File: config.mk
export PLATFORM = sky130hd
export DESIGN_NAME = qif_neuron_array
export DESIGN_NICKNAME = d
export VERILOG_FILES = /design/src/rtl/qif_neuron_array.sv
export SDC_FILE = /design/constraint.sdc
export NUM_CORES = 1
export LEC_CHECK = 0
export ABC_AREA = 1
export CAP_MARGIN = 5
export CORE_MARGIN = 5
export CORE_UTILIZATION = 45
export DETAILED_ROUTE_END_ITERATION = 7
export PLACE_DENSITY = 0.65
export SYNTH_ARGS = -nofsm -noshare
export SYNTH_HDL_FRONTEND = slang
export SYNTH_SLANG_ARGS = --single-unit
File: constraint.sdc
create_clock -name clk -period 8.1 [get_ports clk]
set_clock_uncertainty 0.1 [all_clocks]
set_input_delay 1.215 -clock clk [delete_from_list [all_inputs] [get_ports clk]]
set_output_delay 1.215 -clock clk [all_outputs]
set_load 0.01 [all_outputs]
File: src/rtl/qif_neuron_array.sv
// rtl/qif_neuron_array.sv - time-multiplexed array of quadratic integrate-and-fire neurons
//
// One saturating datapath is shared round-robin across N_NEURONS neurons; each
// enabled cycle updates the neuron selected by the internal pointer.
//
// Ports:
//   clk      - clock, rising edge
//   rst      - synchronous reset, active-high, dominates en
//   en       - advance/update enable
//   i_syn    - packed synaptic currents, neuron k at [k*WIDTH +: WIDTH]
//   spike    - one-hot, one-cycle spike pulse of the neuron just updated
//   v_mem    - new membrane potential of the neuron just updated
//   v_idx    - index of the neuron just updated
//   v_valid  - v_mem/v_idx carry an update this cycle
module qif_neuron_array #(
    parameter int WIDTH     = 8,
    parameter int N_NEURONS = 4,
    parameter int SQ_SHIFT  = 6,
    parameter int LEAK      = 1,
    parameter int V_TH      = 200,
    parameter int V_RESET   = 0,
    parameter int REFRAC    = 2
) (
    input  logic                            clk,
    input  logic                            rst,
    input  logic                            en,
    input  logic [N_NEURONS*WIDTH-1:0]      i_syn,
    output logic [N_NEURONS-1:0]            spike,
    output logic [WIDTH-1:0]                v_mem,
    output logic [$clog2(N_NEURONS)-1:0]    v_idx,
    output logic                            v_valid
);

    localparam int IDX_W = $clog2(N_NEURONS);
    localparam int R_W   = (REFRAC > 0) ? $clog2(REFRAC + 1) : 1;
    // Two guard bits above the 2*WIDTH product: one for the carry of the
    // three-term sum, one for the sign after subtracting the leak.
    localparam int SW    = 2 * WIDTH + 2;

    logic [WIDTH-1:0]       r_v [N_NEURONS];
    logic [R_W-1:0]         r_r [N_NEURONS];
    logic [IDX_W-1:0]       r_idx;

    logic [N_NEURONS-1:0]   r_spike;
    logic [WIDTH-1:0]       r_v_mem;
    logic [IDX_W-1:0]       r_v_idx;
    logic                   r_v_valid;

    logic [WIDTH-1:0]       w_v;
    logic [R_W-1:0]         w_r;
    logic [WIDTH-1:0]       w_i;
    logic [2*WIDTH-1:0]     w_prod;
    logic [2*WIDTH-1:0]     w_sq;
    logic [SW-1:0]          w_sum;
    logic [WIDTH-1:0]       w_clamp;
    logic                   w_refrac;
    logic                   w_fire;
    logic [WIDTH-1:0]       w_v_next;
    logic [IDX_W-1:0]       w_idx_next;

    assign w_v    = r_v[r_idx];
    assign w_r    = r_r[r_idx];
    assign w_i    = i_syn[r_idx*WIDTH +: WIDTH];
    assign w_prod = {{WIDTH{1'b0}}, w_v} * {{WIDTH{1'b0}}, w_v};
    assign w_sq   = w_prod >> SQ_SHIFT;
    assign w_sum  = SW'(w_v) + SW'(w_sq) + SW'(w_i) - SW'(LEAK);

    // Clamp to [0, 2^WIDTH-1]: the MSB is the sign, any set bit between the
    // sign and the membrane field means overflow.
    always_comb begin
        w_clamp = w_sum[WIDTH-1:0];
        if (w_sum[SW-1]) begin
            w_clamp = '0;
        end else if (|w_sum[SW-2:WIDTH]) begin
            w_clamp = '1;
        end
    end

    assign w_refrac   = (w_r != '0);
    assign w_fire     = !w_refrac && (w_clamp >= WIDTH'(V_TH));
    assign w_v_next   = (w_refrac || w_fire) ? WIDTH'(V_RESET) : w_clamp;
    assign w_idx_next = (r_idx == IDX_W'(N_NEURONS - 1)) ? '0 : r_idx + IDX_W'(1);

    always_ff @(posedge clk) begin
        if (rst) begin
            for (int k = 0; k < N_NEURONS; k++) begin
                r_v[k] <= '0;
                r_r[k] <= '0;
            end
            r_idx     <= '0;
            r_spike   <= '0;
            r_v_mem   <= '0;
            r_v_idx   <= '0;
            r_v_valid <= 1'b0;
        end else if (en) begin
            r_v[r_idx] <= w_v_next;
            if (w_refrac) begin
                r_r[r_idx] <= w_r - R_W'(1);
            end else if (w_fire) begin
                r_r[r_idx] <= R_W'(REFRAC);
            end
            r_idx          <= w_idx_next;
            r_spike        <= '0;
            r_spike[r_idx] <= w_fire;
            r_v_mem        <= w_v_next;
            r_v_idx        <= r_idx;
            r_v_valid      <= 1'b1;
        end else begin
            r_spike   <= '0;
            r_v_valid <= 1'b0;
        end
    end

    assign spike   = r_spike;
    assign v_mem   = r_v_mem;
    assign v_idx   = r_v_idx;
    assign v_valid = r_v_valid;

endmodule

==> images/clock_nets.png <==
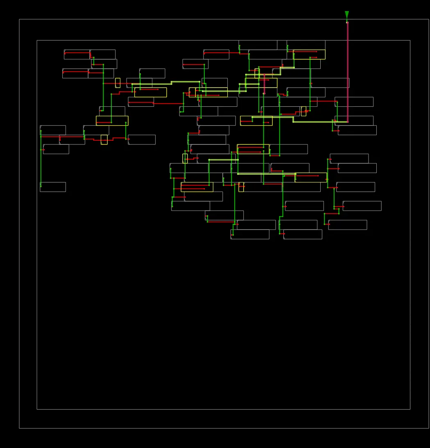
CTS sink count: 59
CTS buffer count: 9

==> images/pinout.png <==
Drawn at 3 px/um. Pins as bars across the die edge, other pins in grey.
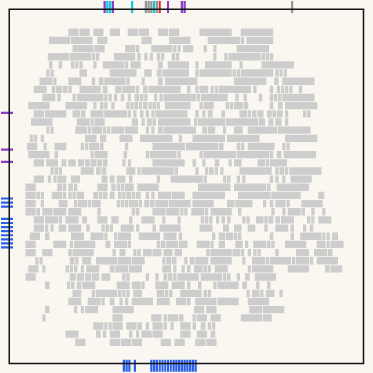
port	colour	pins	direction	edge
i_syn	blue	32	input	21 bottom, 11 left
v_mem	purple	8	output	5 top, 3 left
spike	cyan	4	output	top
rst	red	1	input	top
Die W: 117.6 um
Die Ht: 117.6 um
number of port buffers: 49

==> images/closeup.png <==
Window x 63 to 113, y 63 to 113 um. Cells in grey, sequential cells in the stronger grey; small squares are vias.
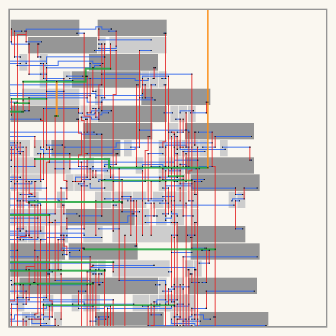
layer	colour
M4	orange
M3	green
M2	red
M1	blue
cells with their middle in the window	112
sequential cells in the window	24
most frequent	nand2_1 (24), edfxtp_1 (24), nor2_1 (15)
netlist names of flops here include	r_v (24)

==> out/results.tsv <==
stage	metric	value	unit
logic_synthesis	mux frac, synth	0	
logic_synthesis	EDFF count, synth	40	
cells_and_area	Signal buffers	66	
clock_tree	Late-Pin Clk Latency	0.32	ns
power	switching share of power	0.4884	
timing	number of setup violations in the final report	0	
status	run status	finished clean	
logic_synthesis	top-count cell post-synth	nand2_1	
clock_tree	CTS clk-pin slew, worst paths	0.05	ns
setup_path	Setup Crit Path Kind	flip-flop to flip-flop	
cells_and_area	Non-Filler Instances	838	
logic_synthesis	Unique masters post-synth	34	
placement	dpl cell area	5918	um^2
logic_synthesis	ao+oa area frac	0.07881	
logic_synthesis	Syn Std Cell Area	5207	um^2
cells_and_area	Final Instance Area	6262	um^2
logic_synthesis	Seq/Total Area, Yosys	0.3037	
floorplan	well-tap cell count	143	
routing	drc violations	0	
cells_and_area	max reg flops	32	
setup_path	reg2reg setup slack	0.50	ns
routing	drt first pass iters	8	
min_path	worst hold path type	flip-flop to flip-flop	
global_routing	vias in the first global route	4257	
min_path	hold worst-path end	v_mem[4]	
cells_and_area	Most flops, register	r_v	
timing	Final Hold Vio Count	0	
cells_and_area	Layout Nets	810	
setup_path	CP top delay family	adder cells	
power	Comb pwr share	0.714	
cells_and_area	Area-dominant class	multi-input combinational cells	
clock_tree	CTS H-Tree Depth	3	
timing	Fmax achieved	131.5	MHz
power	Clock power frac	0.130	
routing	initial DRC count	252	
logic_synthesis	xor/xnor share	0.03364	
logic_synthesis	Flops after synth	59	
setup_path	Setup crit end	r_r[3][1]	
setup_path	crit path buf inv count	8	
setup_path	CP endpoint kind	flip-flop	
setup_path	worst-path maximum fanout	17	
routing	Max Used Layer	met4	
setup_path	Worst R2R End	r_r[3][1]	
logic_synthesis	yosys stat cell total	627	
global_routing	largest net degree at the start of global routing	22	
cells_and_area	Synth-to-Final Area Change	20.25	%
logic_synthesis	Yosys top cell area share	0.2307	
global_routing	global-route wire length before repair	20060	um
cells_and_area	sequential share of cell area	0.2533	
timing	Worst Tran Pin Value	0.7884	ns
timing	hold_ws	0.3508	ns
==> images/class_map.png <==
Drawn at 4 px/um.
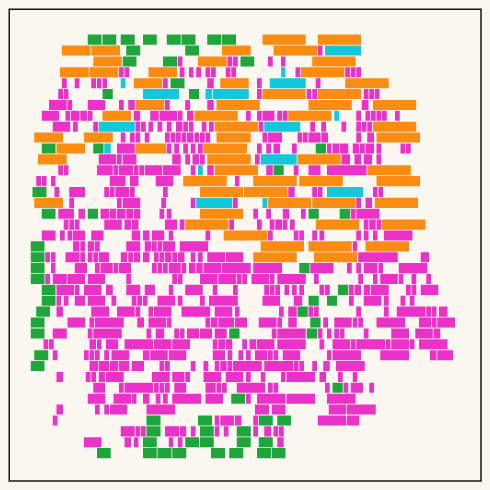
class	colour	cells	share of their area
remaining logic cells	magenta	554	60%
sequential cells	orange	59	26%
remaining buffers and delay cells	green	66	10%
clock drivers and dummy loads	cyan	16	4.2%

==> images/m3.png <==
Drawn at 4 px/um.
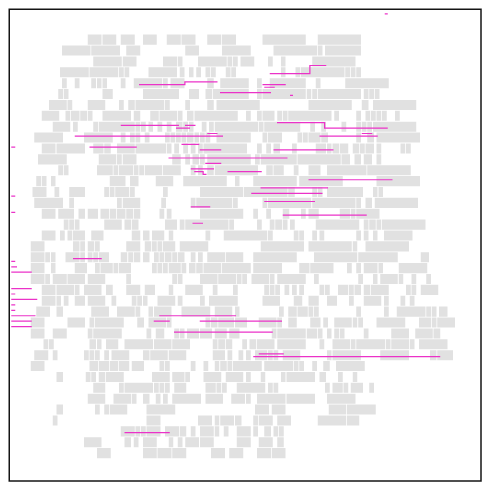
main direction	horizontal
longest straight run	46.5 um
share of all routed wire	4.4%
wire length on this layer	516 um
nets with wire on the layer	44
drt total wl: 11860 um
via count: 4182
routing usage on met3: 0.02595

No activity file was given, so power comes from the tool's default toggle rates.
